[src/rtl/usb_tx_frame_writer.sv]
// Grants reader transmit requests, buffers framed bytes in a FIFO and drains them to an FT245-style USB FIFO.
// Optional frame counter output enabled by defining USB_TX_FRAME_COUNT_EN.
module usb_tx_frame_writer #(
   parameter int DEPTH     = 64,
   parameter int AW        = 6,
   parameter int MAX_FRAME = 36,
   parameter int TIMEOUT   = 255
) (
   input  logic          clk,
   input  logic          rst,
   input  logic          rdy_in,
   input  logic          st_rdy_in,
   output logic          ack_out,
   output logic          st_ack_out,
   input  logic [7:0]    din,
   input  logic          din_valid,
   input  logic          din_last,
   input  logic          txe_n,
   output logic          wr_n,
   output logic [7:0]    usb_d,
   output logic [AW:0]   level,
   output logic          busy,
   output logic          overflow,
   output logic          frame_err
`ifdef USB_TX_FRAME_COUNT_EN
   ,
   output logic [15:0]   frame_cnt
`endif
);

   localparam int WW = $clog2(TIMEOUT + 1);

   typedef enum logic {G_IDLE, G_RECV} g_state_t;
   typedef enum logic [1:0] {D_IDLE, D_SETUP, D_STROBE} d_state_t;

   g_state_t        g_q, g_d;
   d_state_t        dr_q, dr_d;
   logic            ack_q, ack_d, st_ack_q, st_ack_d;
   logic [WW-1:0]   wd_q, wd_d;
   logic            wr_n_q, wr_n_d;
   logic [7:0]      usb_d_q, usb_d_d;
   logic [AW-1:0]   wptr_q, wptr_d, rptr_q, rptr_d;
   logic [AW:0]     level_q, level_d, free_s;
   logic            busy_q, busy_d, ovf_q, ovf_d, ferr_q, ferr_d;
   logic            push_s, pop_s, full_s, wr_en_s;
   logic [7:0]      mem [DEPTH];

   assign free_s  = (AW+1)'(DEPTH) - level_q;
   assign full_s  = (level_q == (AW+1)'(DEPTH));
   assign wr_en_s = push_s && (!full_s || pop_s);

   // Grant FSM: one outstanding grant, system-time request wins ties, watchdog bounds RECV.
   always_comb begin
      g_d      = g_q;
      ack_d    = 1'b0;
      st_ack_d = 1'b0;
      wd_d     = wd_q;
      ferr_d   = ferr_q;
      push_s   = 1'b0;
      case (g_q)
         G_IDLE: begin
            if ((rdy_in || st_rdy_in) && (free_s >= (AW+1)'(MAX_FRAME))) begin
               st_ack_d = st_rdy_in;
               ack_d    = ~st_rdy_in;
               wd_d     = {WW{1'b0}};
               g_d      = G_RECV;
            end else begin
               g_d = G_IDLE;
            end
         end
         G_RECV: begin
            push_s = din_valid;
            wd_d   = wd_q + WW'(1);
            if (din_valid && din_last) begin
               g_d = G_IDLE;
            end else if (wd_q == WW'(TIMEOUT - 1)) begin
               g_d    = G_IDLE;
               ferr_d = 1'b1;
            end else begin
               g_d = G_RECV;
            end
         end
         default: g_d = G_IDLE;
      endcase
   end

   // Drain FSM: setup cycle presents the head byte before the one-cycle WR# strobe.
   always_comb begin
      dr_d    = dr_q;
      wr_n_d  = 1'b1;
      usb_d_d = usb_d_q;
      pop_s   = 1'b0;
      case (dr_q)
         D_IDLE: begin
            if ((level_q != {(AW+1){1'b0}}) && !txe_n) begin
               dr_d    = D_SETUP;
               usb_d_d = mem[rptr_q];
            end else begin
               dr_d = D_IDLE;
            end
         end
         D_SETUP: begin
            if (txe_n) begin
               dr_d = D_IDLE;
            end else begin
               dr_d   = D_STROBE;
               wr_n_d = 1'b0;
            end
         end
         D_STROBE: begin
            pop_s = 1'b1;
            dr_d  = D_IDLE;
         end
         default: dr_d = D_IDLE;
      endcase
   end

   // FIFO bookkeeping: a full FIFO still accepts a write when a pop frees a slot the same cycle.
   always_comb begin
      wptr_d = wr_en_s ? (wptr_q + AW'(1)) : wptr_q;
      rptr_d = pop_s   ? (rptr_q + AW'(1)) : rptr_q;
      ovf_d  = ovf_q | (push_s && full_s && !pop_s);
      case ({wr_en_s, pop_s})
         2'b10:   level_d = level_q + (AW+1)'(1);
         2'b01:   level_d = level_q - (AW+1)'(1);
         default: level_d = level_q;
      endcase
      busy_d = (g_d == G_RECV) || (level_d != {(AW+1){1'b0}});
   end

   always_ff @(posedge clk or posedge rst) begin
      if (rst) begin
         g_q      <= G_IDLE;
         dr_q     <= D_IDLE;
         ack_q    <= 1'b0;
         st_ack_q <= 1'b0;
         wd_q     <= {WW{1'b0}};
         wr_n_q   <= 1'b1;
         usb_d_q  <= 8'h00;
         wptr_q   <= {AW{1'b0}};
         rptr_q   <= {AW{1'b0}};
         level_q  <= {(AW+1){1'b0}};
         busy_q   <= 1'b0;
         ovf_q    <= 1'b0;
         ferr_q   <= 1'b0;
      end else begin
         g_q      <= g_d;
         dr_q     <= dr_d;
         ack_q    <= ack_d;
         st_ack_q <= st_ack_d;
         wd_q     <= wd_d;
         wr_n_q   <= wr_n_d;
         usb_d_q  <= usb_d_d;
         wptr_q   <= wptr_d;
         rptr_q   <= rptr_d;
         level_q  <= level_d;
         busy_q   <= busy_d;
         ovf_q    <= ovf_d;
         ferr_q   <= ferr_d;
      end
   end

   always_ff @(posedge clk) begin
      if (wr_en_s) begin
         mem[wptr_q] <= din;
      end
   end

`ifdef USB_TX_FRAME_COUNT_EN
   logic        frame_done_s;
   logic [15:0] fcnt_q;
   assign frame_done_s = (g_q == G_RECV) && din_valid && din_last;

   // Only frames closed by din_last are counted; timed-out frames are not.
   always_ff @(posedge clk or posedge rst) begin
      if (rst) begin
         fcnt_q <= 16'h0000;
      end else if (frame_done_s) begin
         fcnt_q <= fcnt_q + 16'h0001;
      end
   end
   assign frame_cnt = fcnt_q;
`endif

   assign ack_out    = ack_q;
   assign st_ack_out = st_ack_q;
   assign wr_n       = wr_n_q;
   assign usb_d      = usb_d_q;
   assign level      = level_q;
   assign busy       = busy_q;
   assign overflow   = ovf_q;
   assign frame_err  = ferr_q;

endmodule

[config.mk]
export PLATFORM = sky130hd
export DESIGN_NAME = usb_tx_frame_writer
export DESIGN_NICKNAME = d
export VERILOG_FILES = /design/src/rtl/usb_tx_frame_writer.sv
export SDC_FILE = /design/constraint.sdc
export NUM_CORES = 1
export LEC_CHECK = 0
export CORE_MARGIN = 2
export CORE_UTILIZATION = 40
export CTS_CLUSTER_DIAMETER = 50
export DETAILED_ROUTE_END_ITERATION = 7
export SYNTH_ARGS = -nofsm -noshare
export SYNTH_HDL_FRONTEND = slang
export SYNTH_SLANG_ARGS = --single-unit
[constraint.sdc]
create_clock -name clk -period 3.3 [get_ports clk]
set_clock_uncertainty 0.1 [all_clocks]
set_input_delay 0.66 -clock clk [delete_from_list [all_inputs] [get_ports clk]]
set_output_delay 0.66 -clock clk [all_outputs]
set_load 0.1 [all_outputs]
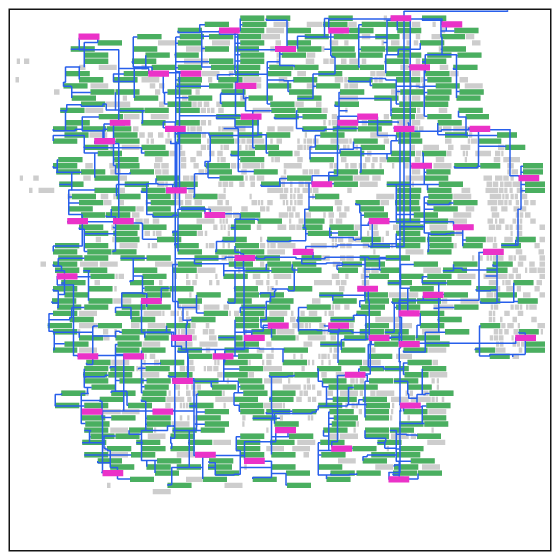
Run 1: clock network drawn from the DEF
Key: blue = clock wires [length 6480 um]; green = flip-flops [count 556]; magenta = clock-net drivers [count 56]
There are 57 routed clock nets. Position of the flops: all over the die.

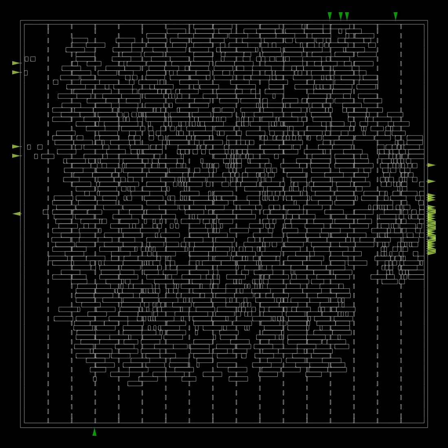
Run 1: placement view
number of cell rows: 86
flip-flop and latch share of the layout cell area: 63.5%

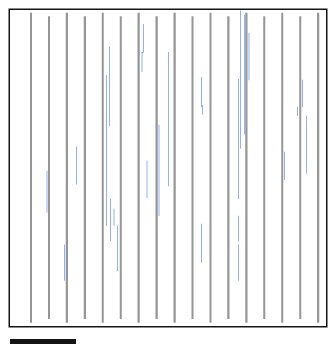
Run 1: the metal 4 layer
The bar under the picture is 50 um long. Supply wires on this layer in gray.
The layer holds 2.1% of the routed length. The longest straight run is 114 um. 14 nets have wire on it. The wires run mostly vertical. The layer carries 1090 um of wire.

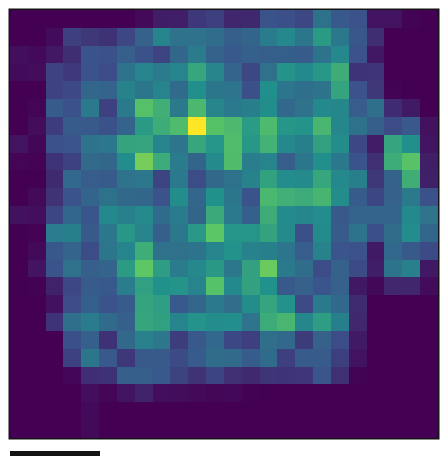
Run 1: wire density map
The bar under the picture is 50 um long. 24 x 24 tiles, from dark purple (low) to yellow (high), scaled to the fullest tile. Values are wire area over tile area, all layers added.
13% of the tiles are over half the peak. The mean over all tiles is 0.14. The fullest tile reaches 0.56.

==> results.yml, run 1 <==
# synthesis and place-and-route metrics
floorplan:
  fp_util_pct: 40.2
  chipWidth_um: 239
  die_height_um: 239
  boundaryPins: 36
  chip_area_um2: 57100
  tap_cells: 704
  coreArea_um2: 54900
yosys:
  synth.yosys.chip_area_um2: 22100
  synth.area.mux_share_pct: 13.3
  yosys.area_share.xor_xnor_pct: 0.754
  synth_top_flop_cell: "sky130_fd_sc_hd__edfxtp_1"
  enable_flop_cells: 512
  yosys.cell_types.count: 60
  yosys.cell_count.top_type: "sky130_fd_sc_hd__edfxtp_1"
  synth.net_count: 1229
  logic_family: "multiplexers"
  synth-warning-count: 0
  yosys.area.top_type: "sky130_fd_sc_hd__edfxtp_1"
  post_synth_instance_area_um2: 22100
  ys_seq_share_pct: 74.6
  synth.top_cells.by_count: "sky130_fd_sc_hd__edfxtp_1 (512), sky130_fd_sc_hd__mux4_2 (95), sky130_fd_sc_hd__nor2_1 (89)"
  adder_share_pct: 0.283
  postSynthRegisterBits: 556
  synth_stat.cells: 1209
  syn_avg_cell_area_um2: 18.3
  yosys.area.top_type_share_pct: 69.6
  simple_gate_area_share_pct: 5.89
  synthCells: 1209
  synth-compound-area-share_pct: 3.66
final_layout:
  n_antenna_cell: 0
  finish.instance_area_um2: 26000
  n_sequential_cell: 556
  post_route_cells_drive_above_1_share_pct: 28.8
  regArea_um2: 16500
  comb-cell-share_pct: 20.3
  layout.cells.most_common: "sky130_fd_sc_hd__edfxtp_1"
  stdcell_count: 2127
  layout.core_utilization_pct: 47.3
  design.final.nets: 1396
  layout.area.comb_um2: 5260
  final.signal_inverter_count: 6
  top_register: "mem"
  mostFrequentLayoutCells: "sky130_fd_sc_hd__edfxtp_1 (512), sky130_fd_sc_hd__buf_4 (145), sky130_fd_sc_hd__mux4_2 (95)"
  n_all_buffers: 172
  nClkBuffers: 76
  number_of_flip_flops_under_the_largest_register_name: 512
  area.growth.synth_to_final_pct: 17.6
  dominant-cell-class: "sequential cells"
  fillerInstances: 4625
  n_multi_input_combinational_cell: 584
  clkCellAreaFrac_pct: 7.14
  nonClkBufAreaFrac_pct: 5.58
cts:
  cts_max_level: 2
  clock_insertion_delay_worst_skew_ns: 0.62
  holdBufCountCts: 0
  clockRootBuffer: "sky130_fd_sc_hd__clkbuf_16"
  postCtsSetupBuffers: 0
  cts.path.max_buffers: 3
  cts_tree: "built"
  cts_num_sinks: 556
  worst_setup_hold_path_clk_slew_ns: 0.06
  post_cts_resize_count: 0
  number_of_cts_inserted_buffers: 56
power_and_ir_drop:
  sequentialPower_mw: 8.59
  power_frac_clock_pct: 31.0
  cellPowerDensity_nw_per_um2: 791
  seqPwrFrac_pct: 41.8
  netSwitchingPower_mw: 6.50
  power_leader: "sequential cells"
  fin_total_pwr_mw: 20.5
  power.leakage_nw: 8.62
  intPower_mw: 14.0
  power.switching_fraction_pct: 31.7
  vdd.ir_drop.worst_uv: 492
  combinationalPowerShare_pct: 27.1
global_routing:
  globalRouteTotalUtil_pct: 18.5
  globalRouteOverflowTotal: 0
  gr-max-usage-layer: "met2"
  groute.layer.met3.usage_pct: 2.96
  grt_max_degree: 65
  first_global_vias: 11900
  antenna_found_initial: 0
  global_route_wire_length_before_repair_um: 77900
  grt_util_met2_pct: 28.7
  grt_use_met1_pct: 27.1
placed_design:
  detailedPlace.worstSlack_ns: 0.0543
  routability_driven_placement_congestion_ratio: 0.833
  detailed_place_hpwl_um: 32600
  numPortBuffers: 35
  place_inst: 2022
  placed_cell_area_um2: 24100
critical_path:
  timing.rr.start: "rptr_q[1]"
  worst_ep_arrival_time_ns: 3.38
  critPathBufInv: 1
  crit_start: "rptr_q[1]"
  timing.critical_path.slowest_stage_cell: "sky130_fd_sc_hd__dfrtp_4"
  reg2reg_slack_ns: 0.31
  path_max_fanout: 22
  reg2regPathDepth: 7
  cp_cell_sequence: "buf_12 > nand2_1 > a211oi_1 > nor3_1 > a211oi_1 > nor3_1 > a221o_1"
  worst_setup_path_start_kind: "register"
  critPathMaxStageDelay_ns: 0.72
  endpoint: "usb_d[2]"
  cp-end-kind: "register"
  r2r_end: "usb_d[2]"
  cp.required_ns: 3.70
  worstSetupPathDepth: 7
  path_class: "register to register"
final_timing:
  report.final.slew_viol_count: 0
  setup_viol: 0
  maxClockFrequency_mhz: 335
  fin_hold_ws_ns: 0.221
  timing.slew.headroom_pct: 29.4
  rsz0062_at_grt: "no"
  layout_setup_ws_ns: 0.315
  setup-tns-final_ns: 0
  post-route-period-util_pct: 90.5
  post-route-min-period_ns: 2.99
  finalHoldViolations: 0
route:
  route.detailed.vias_per_inst: 5.54
  route.layer.met1.wl_um: 23200
  first_iter_violations: 1229
  route.detailed.drc: 0
  via_count: 11800
  antenna_left: 0
  topRoutingLayerUsed: "met4"
  met2WireLength_um: 24200
  length_of_the_first_detailed_routing_pass_in_iterations: 5
  routed_wl_um: 51900
min_path:
  hold_path_startpoint: "din[1]"
  end_point_of_the_worst_hold_path: "mem[36][1]"
  hold-path-cell-count: 1
flow_run:
  max_cap_violations: 0
  tool_warnings: 27
outcome:
  run_status: "completed"
Run 1, sequential cells colored by netlist name:
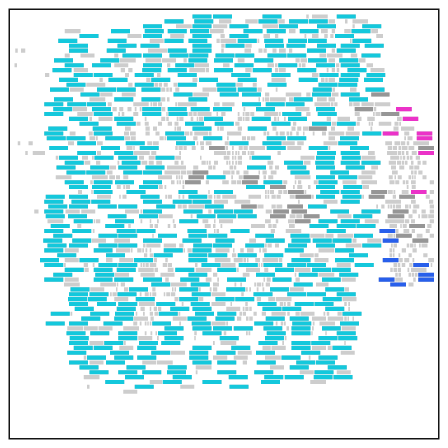

## Run 2: what changed since run 1
Settings changed: ABC_AREA from default to 1, GPL_ROUTABILITY_DRIVEN from default to 0.
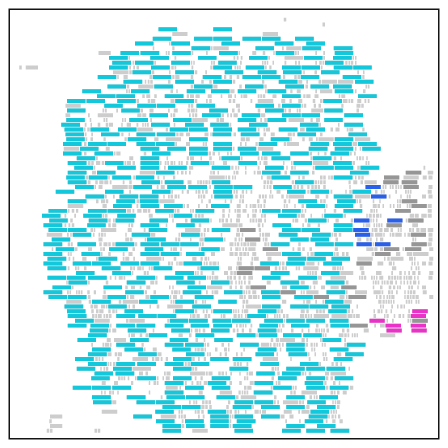
Run 2: sequential cells colored by netlist name
Key: cyan = mem [flops 512]; magenta = level [flops 7, where south-east]; blue = wd_q [flops 8, where east]
Another 29 sequential cells are not colored.

==> run 2 against run 1 <==
  * Core utilization down 0.54 points
  * Clock power fell by 2%
  * Final area grew 1.8%
  * Flip-flop count is the same
  * Cell count is 34% higher
  * Largest power group unchanged
  * Sequential share of layout area shrank 1.1 points
  * Sequential power fell by 2.6%
  * Non-clock buffer count is 19 lower
  * Area after synthesis is 3.9% higher
  * Fmax is 2.1% higher
  * Combinational power increased by 26%
  * Via count increased by 29%
==> results.yml, run 2 <==
# synthesis and place-and-route metrics
critical_path:
  r2r_end: "usb_d[3]"
  timing.critical_path.slowest_stage_cell: "sky130_fd_sc_hd__inv_6"
  reg2regPathDepth: 10
  path_max_fanout: 107
  reg2reg_slack_ns: 0.38
  critPathBufInv: 2
  timing.rr.start: "rptr_q[0]"
  cp-end-kind: "register"
  cp_cell_sequence: "inv_6 > buf_4 > nor2_1 > o211ai_1 > nand3_1 > nand2_1 > nand3_1 > nand2_1 > nand2_1 > nand2_1"
  critPathMaxStageDelay_ns: 0.67
  worst_setup_path_start_kind: "register"
  worst_ep_arrival_time_ns: 3.36
  path_class: "register to register"
  cp.required_ns: 3.74
  crit_start: "rptr_q[0]"
  endpoint: "usb_d[3]"
  crit_family: "buffers and inverters"
floorplan:
  fp-row-count: 87
  fp_util_pct: 40.6
  chipWidth_um: 243
  boundaryPins: 36
  die_height_um: 243
  chip_area_um2: 59300
  coreArea_um2: 56500
  tap_cells: 756
final_layout:
  top_register: "mem"
  fillerInstances: 4990
  number_of_flip_flops_under_the_largest_register_name: 512
  layout.cells.most_common: "sky130_fd_sc_hd__edfxtp_1"
  mostFrequentLayoutCells: "sky130_fd_sc_hd__edfxtp_1 (512), sky130_fd_sc_hd__nor2_1 (410), sky130_fd_sc_hd__nand2_1 (246)"
  n_all_buffers: 153
  clkCellAreaFrac_pct: 6.89
  n_antenna_cell: 0
  area.growth.synth_to_final_pct: 15.2
  post_route_cells_drive_above_1_share_pct: 12.7
  seq_share_pct: 62.4
  nClkBuffers: 71
  stdcell_count: 2850
  nonClkBufAreaFrac_pct: 4.94
  design.final.nets: 2067
  n_sequential_cell: 556
  finish.instance_area_um2: 26400
  layout.core_utilization_pct: 46.8
  final.signal_inverter_count: 58
  comb-cell-share_pct: 21.4
  regArea_um2: 16500
  layout.area.comb_um2: 5640
route:
  met2WireLength_um: 28300
  route.detailed.vias_per_inst: 5.35
  length_of_the_first_detailed_routing_pass_in_iterations: 6
  routed_wl_um: 59000
  first_iter_violations: 1335
  via_count: 15200
  route.layer.met1.wl_um: 25100
  antenna_left: 0
  topRoutingLayerUsed: "met4"
global_routing:
  grt_max_degree: 108
  grt_use_met1_pct: 27.5
  grt_util_met2_pct: 32.7
  globalRouteTotalUtil_pct: 20.1
  first_global_vias: 15100
  globalRouteOverflowTotal: 0
  global_route_wire_length_before_repair_um: 90900
  gr-max-usage-layer: "met2"
  antenna_found_initial: 0
cts:
  worst_setup_hold_path_clk_slew_ns: 0.06
  cts_max_level: 2
  cts.path.max_buffers: 3
  clock_insertion_delay_worst_skew_ns: 0.62
  cts_tree: "built"
  number_of_cts_inserted_buffers: 59
  postCtsSetupBuffers: 0
  holdBufCountCts: 0
  clockRootBuffer: "sky130_fd_sc_hd__clkbuf_16"
  post_cts_resize_count: 0
yosys:
  synth.net_count: 1963
  synth_top_flop_cell: "sky130_fd_sc_hd__edfxtp_1"
  synth.yosys.chip_area_um2: 22900
  ys_seq_share_pct: 71.8
  post_synth_instance_area_um2: 22900
  adder_share_pct: 0.273
  yosys.area.top_type: "sky130_fd_sc_hd__edfxtp_1"
  yosys.area.top_type_share_pct: 67.0
  yosys.cell_count.top_type: "sky130_fd_sc_hd__edfxtp_1"
  enable_flop_cells: 512
  yosys.area_share.xor_xnor_pct: 0.382
  simple_gate_area_share_pct: 15.2
  yosys.cell_types.count: 37
  synth.top_cells.by_count: "sky130_fd_sc_hd__edfxtp_1 (512), sky130_fd_sc_hd__nor2_1 (410), sky130_fd_sc_hd__nand2_1 (246)"
  syn_avg_cell_area_um2: 11.8
  postSynthRegisterBits: 556
  logic_family: "simple AND/OR/NAND/NOR gates"
  synthCells: 1943
  synth_stat.cells: 1943
  synth.area.mux_share_pct: 0
  synth-compound-area-share_pct: 8.77
  synth-warning-count: 0
outcome:
  run_status: "completed"
final_timing:
  layout_setup_ws_ns: 0.377
  fin_hold_ws_ns: 0.313
  setup_viol: 0
  rsz0062_at_grt: "no"
  post-route-min-period_ns: 2.92
  report.final.slew_viol_count: 0
  timing.slew.headroom_pct: 39.4
  maxClockFrequency_mhz: 342
  finalHoldViolations: 0
  setup-tns-final_ns: 0
  post-route-period-util_pct: 88.6
power_and_ir_drop:
  intPower_mw: 13.5
  combinationalPowerShare_pct: 32.5
  sequentialPower_mw: 8.37
  power.leakage_nw: 9.30
  cellPowerDensity_nw_per_um2: 819
  power_frac_clock_pct: 28.8
  power.switching_fraction_pct: 37.8
  power_leader: "sequential cells"
  seqPwrFrac_pct: 38.7
  fin_total_pwr_mw: 21.7
min_path:
  hold-path-cell-count: 1
  end_point_of_the_worst_hold_path: "mem[9][1]"
  hold_path_startpoint: "din[1]"
placed_design:
  detailedPlace.worstSlack_ns: 0.328
  place_inst: 2742
  numPortBuffers: 35
  detailed_place_hpwl_um: 36500
  placed_cell_area_um2: 24600
flow_run:
  tool_warnings: 29
  max_cap_violations: 0
No activity file was given, so power comes from the tool's default toggle rates.
